Figure 1. Clock distribution.
Scale: 6 px per um.
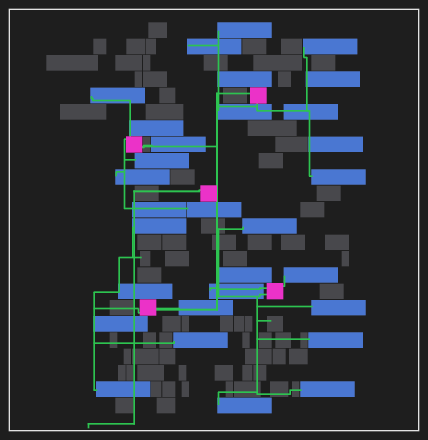
Figure 2. I/O nets highlighted.
Scale: 6 px per um.
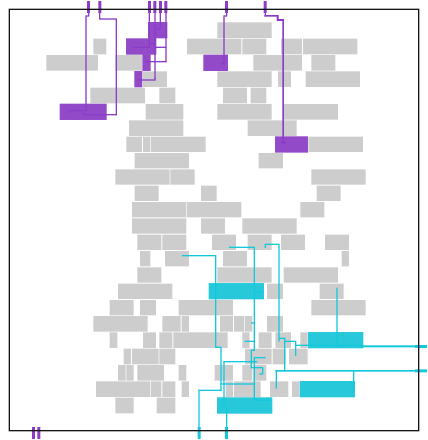
Figure 3. Routing congestion.
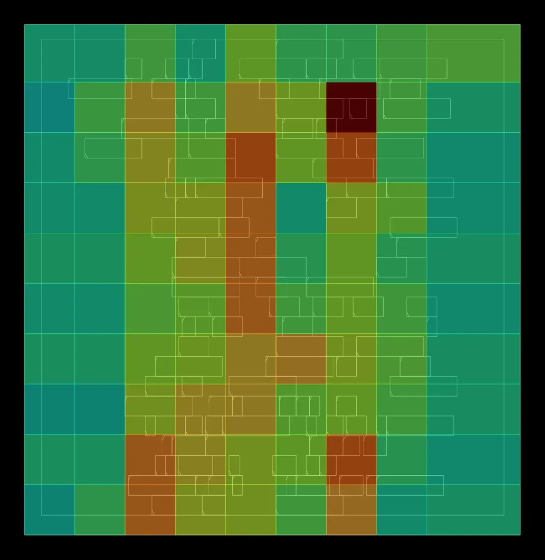
Figure 4. Wire density map.
Scale: 6 px per um. The die is cut into 14 by 14 equal tiles; white is low, dark blue is high, scaled to the fullest tile. Values are wire area over tile area, all layers added.
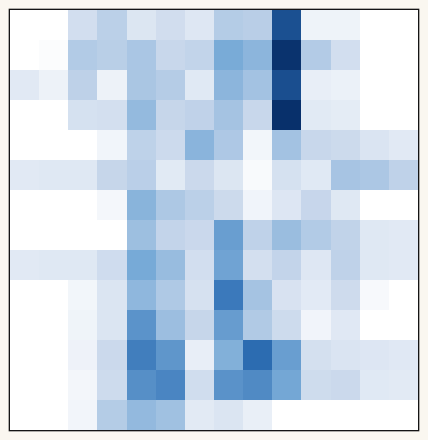
Figure 5. Logic cells by family.
Scale: 6 px per um.
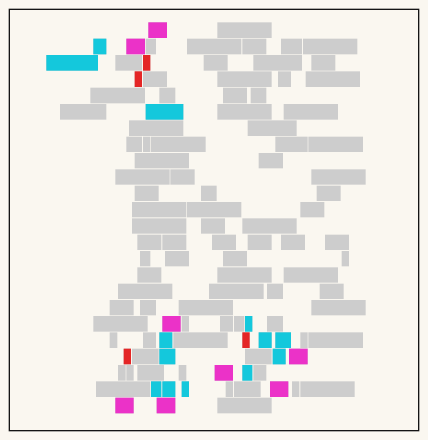
==> config.mk <==
export PLATFORM = sky130hd
export DESIGN_NAME = score_overlay
export DESIGN_NICKNAME = d
export VERILOG_FILES = /design/src/rtl/score_overlay.sv
export SDC_FILE = /design/constraint.sdc
export NUM_CORES = 1
export LEC_CHECK = 0
export CAP_MARGIN = 20
export CORE_AREA = 2 2 66 68
export CTS_BUF_LIST = sky130_fd_sc_hd__clkbuf_4
export CTS_CLUSTER_SIZE = 28
export DETAILED_ROUTE_END_ITERATION = 6
export DIE_AREA = 0 0 68 70
export DONT_BUFFER_PORTS = 1
export GPL_TIMING_DRIVEN = 0
export HOLD_SLACK_MARGIN = 0.08
export PLACE_DENSITY_LB_ADDON = 0.3
export SLEW_MARGIN = 20
export SYNTH_ARGS = -nofsm -noshare
export SYNTH_HDL_FRONTEND = slang
export SYNTH_SLANG_ARGS = --single-unit
==> constraint.sdc <==
create_clock -name clk -period 3.81 [get_ports clk]
set_clock_uncertainty 0.05 [all_clocks]
set_input_delay 1.143 -clock clk [delete_from_list [all_inputs] [get_ports clk]]
set_output_delay 1.143 -clock clk [all_outputs]
set_load 0.02 [all_outputs]
==> src/rtl/score_overlay.sv <==
// Two-digit scoreboard: goal counting, per-frame display latch, font ROM addressing.
// Optional digit flashing after a goal when SCORE_FLASH_EN is defined.
module score_overlay #(
  parameter int X0           = 288,
  parameter int Y0           = 16,
  parameter int SCALE_LOG2   = 2,
  parameter int GAP          = 32,
  parameter int WIN_SCORE    = 9,
  parameter int FLASH_FRAMES = 60
) (
  input  logic       clk,
  input  logic       rst_n,
  input  logic       goal_left,
  input  logic       goal_right,
  input  logic       score_clr,
  input  logic       frame_start,
  input  logic [9:0] hcount,
  input  logic [9:0] vcount,
  input  logic       video_on,
  output logic [3:0] rom_char,
  output logic [2:0] rom_row,
  input  logic [7:0] rom_pixels,
  output logic [3:0] score_left,
  output logic [3:0] score_right,
  output logic       game_over,
  output logic       pix_on,
  output logic       video_on_d
);

  localparam int S  = 1 << SCALE_LOG2;
  localparam int DW = 8 * S;
  localparam int XR = X0 + DW + GAP;

  localparam logic [3:0]        WIN   = 4'(WIN_SCORE);
  localparam logic signed [10:0] X0_S = 11'(X0);
  localparam logic signed [10:0] XR_S = 11'(XR);
  localparam logic signed [10:0] Y0_S = 11'(Y0);
  localparam logic signed [10:0] DW_S = 11'(DW);

  // An out-of-range configuration blanks the digits rather than mis-rendering.
  localparam bit CFG_OK = (WIN_SCORE >= 1) && (WIN_SCORE <= 9) &&
                          (FLASH_FRAMES >= 0) && (FLASH_FRAMES < 64);

  logic       w_acc_l;
  logic       w_acc_r;
  logic [3:0] r_disp_l;
  logic [3:0] r_disp_r;

  assign game_over = (score_left == WIN) | (score_right == WIN);
  assign w_acc_l   = goal_left  & ~game_over & ~score_clr;
  assign w_acc_r   = goal_right & ~game_over & ~score_clr;

  always_ff @(posedge clk or negedge rst_n) begin
    if (!rst_n) begin
      score_left  <= '0;
      score_right <= '0;
    end else if (score_clr) begin
      score_left  <= '0;
      score_right <= '0;
    end else begin
      if (w_acc_l) score_left  <= score_left + 4'd1;
      if (w_acc_r) score_right <= score_right + 4'd1;
    end
  end

  always_ff @(posedge clk or negedge rst_n) begin
    if (!rst_n) begin
      r_disp_l <= '0;
      r_disp_r <= '0;
    end else if (frame_start) begin
      r_disp_l <= score_left;
      r_disp_r <= score_right;
    end
  end

  logic signed [10:0] w_dxl;
  logic signed [10:0] w_dxr;
  logic signed [10:0] w_dy;
  logic               w_iny;
  logic               w_inl;
  logic               w_inr;
  logic [2:0]         w_col;

  assign w_dxl = $signed({1'b0, hcount}) - X0_S;
  assign w_dxr = $signed({1'b0, hcount}) - XR_S;
  assign w_dy  = $signed({1'b0, vcount}) - Y0_S;

  assign w_iny = ~w_dy[10]  & (w_dy  < DW_S);
  assign w_inl = ~w_dxl[10] & (w_dxl < DW_S) & w_iny;
  assign w_inr = ~w_dxr[10] & (w_dxr < DW_S) & w_iny;

  assign w_col = w_inr ? w_dxr[SCALE_LOG2+2 -: 3]
                       : w_dxl[SCALE_LOG2+2 -: 3];

  logic       r_hit1;
  logic       r_side1;
  logic [2:0] r_col1;
  logic       r_von1;
  logic       w_blank;

  always_ff @(posedge clk or negedge rst_n) begin
    if (!rst_n) begin
      r_hit1   <= 1'b0;
      r_side1  <= 1'b0;
      r_col1   <= '0;
      rom_char <= '0;
      rom_row  <= '0;
    end else if (video_on && (w_inl || w_inr)) begin
      r_hit1   <= 1'b1;
      r_side1  <= w_inr;
      r_col1   <= w_col;
      rom_char <= w_inr ? r_disp_r : r_disp_l;
      rom_row  <= w_dy[SCALE_LOG2+2 -: 3];
    end else begin
      r_hit1   <= 1'b0;
    end
  end

  always_ff @(posedge clk or negedge rst_n) begin
    if (!rst_n) begin
      r_von1     <= 1'b0;
      video_on_d <= 1'b0;
      pix_on     <= 1'b0;
    end else begin
      r_von1     <= video_on;
      video_on_d <= r_von1;
      pix_on     <= r_hit1 & rom_pixels[3'd7 - r_col1] & ~w_blank;
    end
  end

`ifdef SCORE_FLASH_EN
  localparam logic [5:0] FL_LD = 6'(FLASH_FRAMES);

  logic [5:0] r_fl_l;
  logic [5:0] r_fl_r;
  logic       w_fl_l;
  logic       w_fl_r;

  always_ff @(posedge clk or negedge rst_n) begin
    if (!rst_n) begin
      r_fl_l <= '0;
      r_fl_r <= '0;
    end else if (score_clr) begin
      r_fl_l <= '0;
      r_fl_r <= '0;
    end else begin
      if (w_acc_l)
        r_fl_l <= FL_LD;
      else if (frame_start && r_fl_l != 6'd0)
        r_fl_l <= r_fl_l - 6'd1;
      if (w_acc_r)
        r_fl_r <= FL_LD;
      else if (frame_start && r_fl_r != 6'd0)
        r_fl_r <= r_fl_r - 6'd1;
    end
  end

  assign w_fl_l  = (r_fl_l != 6'd0) & r_fl_l[3];
  assign w_fl_r  = (r_fl_r != 6'd0) & r_fl_r[3];
  assign w_blank = ~CFG_OK | (r_side1 ? w_fl_r : w_fl_l);
`else
  assign w_blank = ~CFG_OK;
`endif

endmodule

==> impl_metrics.toml <==
# implementation run metrics
[critical_path]
critical_path.cell_chain = "ha_1 -> nand3b_1 -> nand2_1"
timing.critical_path.arrival_ns = 1.57
worstSetupPathType = "reg2out"
critPathMaxFanout = 6
rrSetupSlack_ns = 2.05
worst_path_max_delay_cell = "dfrtp_1"
setup.worst_path.start_class = "flip-flop"
worst_setup_ep_type = "primary output"
critical_path_required_ns = 2.62
slowest_delay_ns = 0.58
critPathTopFamily = "flip-flops"
crit_buf_inv = 0

[job]
warning_count = 32
max-cap-violations = 0

[clock_network]
cts_setup_buffers = 0
clkTransAtPathRegs_ns = 0.10
clkSinkCount = 30
number_of_buffers_added_by_the_clock_tree_synthesis_step = 5
cts_max_path_buffers = 2
root_buffer_cell = "clkbuf_4"
cts_tree = "built"
ctsHoldBuffers = 0
clock_latency_ns = 0.33
ctsHtreeMaxLevel = 2
post_cts.resized_instances = 0

[final_timing]
final.period_utilization_pct = 72.50
timing.final.max_slew_violations = 0
finalHoldViolCount = 0
worst_slew_pin_slew_ns = 0.4204
final_period_minus_worst_setup_slack_ns = 2.762
sum_of_negative_setup_slack_ns = 0
setup_violations = 0
timing.slew.headroom_pct = 71.97
grt_setup_unrepaired = "no"
max_freq_mhz = 362.0

[yosys]
leading_cell_types_by_count_after_synthesis = "30 x dfrtp_1, 22 x mux2_2, 7 x nor2_1, 6 x xor2_1, 5 x ha_1"
ys_warn_count = 0
async_reset_ff_share_pct = 100.0
synth_area_sq_um = 1419
yosys.stat.seqShare_pct = 52.91
synth_area_per_cell_sq_um = 13.78
synth-compound-area-share_pct = 0.3527
yosys-dominant-comb-family = "multiplexers"
post_synth_xor_area_fraction_pct = 4.938
floorplan.nets = 143
synthTopCellsByArea = "dfrtp_1 53%, mux2_2 17%, ha_1 4.4%"
synth_cell_type_count = 26
most_common_cell = "dfrtp_1"
synth_simple_gate_area_share_pct = 13.40
dominantRegCellSynth = "dfrtp_1"
yosysTopAreaCellShare_pct = 52.91
yosys_register_bits = 30
top_area_cell = "dfrtp_1"
number_of_synthesized_flops_with_an_enable_pin = 0
cells_in_synth_stat_txt = 103
post_synth_inst_count = 103
muxShareOfSynthArea_pct = 22.40
ys_area_sq_um = 1419

[power_and_ir_drop]
cell_internal_pwr_mw = 0.4326
power_frac_seq_pct = 61.5
sw_frac_of_total_pct = 24.35
power.leakage_nw = 0.7397
power.share.combinational_pct = 7.4
total_switching_power_mw = 0.1392
power.share.clock_pct = 31.1
p_per_area_nw_per_um2 = 371.9
ir_worst_vdd_mv = 0.1280

[route]
firstDrtPassIters = 4
first_iter_violations = 12
number_of_nets_with_antenna_violations_after_detailed_routing = 0
via_count_normalized_by_instance_count = 5.000
drt_drc_violations_left = 0

[global_route]
first_global_vias = 891
grt_first_pass_wirelength_um = 4050
grt_max_degree = 31
grt_overflow = 0
antenna_found_initial = 0

[placement]
routability_congestion_estimate = 0.6970
hpwl_um = 1993

[layout]
non_clock_inverter_count = 4
clkbuf_count = 6
lay_top_count = "dfrtp_1"
antennaDiodeCount = 0
comb_cells = 67
comb_area_share_pct = 41.99
clkCellAreaFrac_pct = 3.499
area.share.sequential_pct = 48.82
buffer_area_share_pct = 0.4882
area.growth.synth_to_final_pct = 8.377
seqCellArea_sq_um = 750.7
most_used_cells_in_the_layout_excluding_fill_and_tap_cells = "30 x dfrtp_1, 22 x mux2_2, 7 x nor2_1, 6 x xor2_1, 6 x clkbuf_4"
finish.net_count = 150
n_fill_cell = 406
dominant_cells = "registers"
nNonClkBuffers = 2
layout.sequential_cells = 30
drive_above_1_share_pct = 33.33

[die]
floorplan.core_area_sq_um = 4144
n_tap_cell = 52
fp.dieW_um = 68
floorplan.die_area_sq_um = 4760
std_cell_rows = 24
die.size.y_um = 70
floorplan.core_util_pct = 34.24

[hold_path]
hold_class = "reg2reg"

[status]
outcome = "finished clean"
Back to the opening pictures, Figure 1:
Key: magenta = clock-net drivers [count 5]; green = clock wires [length 385 um]; blue = flip-flops [count 30]
There are 6 routed clock nets.

Back to the opening pictures, Figure 2:
Key: cyan = score_right [bits 4, direction output, end cells 4, buffers 0, wire 193 um]; purple = vcount [bits 10, direction input, end cells 8, buffers 0, wire 122 um]
boundary pin count: 53
count of input and output buffers: 0

Back to the opening pictures, Figure 3:
grt met2 use: 19.31%
GRT met3 Usage: 5.958%
routing layer with the top usage in global route: met2
Post-Route Utilization: 37.11%

Back to the opening pictures, Figure 4:
22% of the tiles are nearly empty. 9.7% of the tiles are over half the peak. The mean over all tiles is 0.089. The fullest tile reaches 0.41. The densest ninth of the die: bottom middle.
total length of routed wires: 2536 um
wire length per cell: 15.56 um
routed via count: 815
overall routing resource usage: 12.13%

Back to the opening pictures, Figure 5:
Key: cyan = nand cells [cells 13, most used nand4_1]; magenta = xor and xnor cells [cells 8, most used xor2_1]; red = inv cells [cells 4, most used inv_1]

## power groups by stage
stage | registers, mW | clock network [mW] | logic [mW]
after floorplan | 0.354 | 0 | 0.0369
after global placement | 0.358 | 0 | 0.0401
after detailed placement | 0.359 | 0 | 0.0430
after CTS | 0.352 | 0.189 | 0.0430
after global routing | 0.354 | 0.210 | 0.0470
final | 0.351 | 0.178 | 0.0422
## through the flow
step / std cells / setup slack [ns] / cell area (sq um) / hold WS (ns) / power [mW]
after floorplan: 103 / 1.283 / 1419 / 0.2812 / 0.3913
after global placement: 155 / 1.195 / 1484 / 0.2830 / 0.3984
after detailed placement: 155 / 1.171 / 1484 / 0.2969 / 0.4016
after CTS: 163 / 1.016 / 1538 / 0.3178 / 0.5839
after global routing: 163 / 0.8911 / 1538 / 0.3271 / 0.6106
final: 163 / 1.048 / 1538 / 0.3140 / 0.5718
## routing by layer
metal  wire, um  track usage (%)
met1        901            11.61
met3        199            5.958
met2       1307            19.31
met5          0                0
met4        128            9.111
## sequential cells by signal (all words and copies together) (netlist names)
name,count
rom_row,3
r_hit1,1
pix_on,1
r_col1,3
video_on_d,1
rom_char,4
score_left,4
score_right,4
r_disp_l,4
r_disp_r,4
r_von1,1
## path summary, 6_finish.rpt
| kind | start | end | cells after the start |
|---|---|---|---|
| min reg2reg | r_von1 | video_on_d | 0 |
| max reg2reg | score_right[0] | score_left[1] | 5 |
| min in group asynchronous | rst_n | score_right[0] | 0 |
| min | r_von1 | video_on_d | 0 |
| max in group asynchronous | rst_n | r_von1 | 0 |
| max | score_right[0] | game_over | 3 |
Power is estimated from default activity; no workload was simulated.
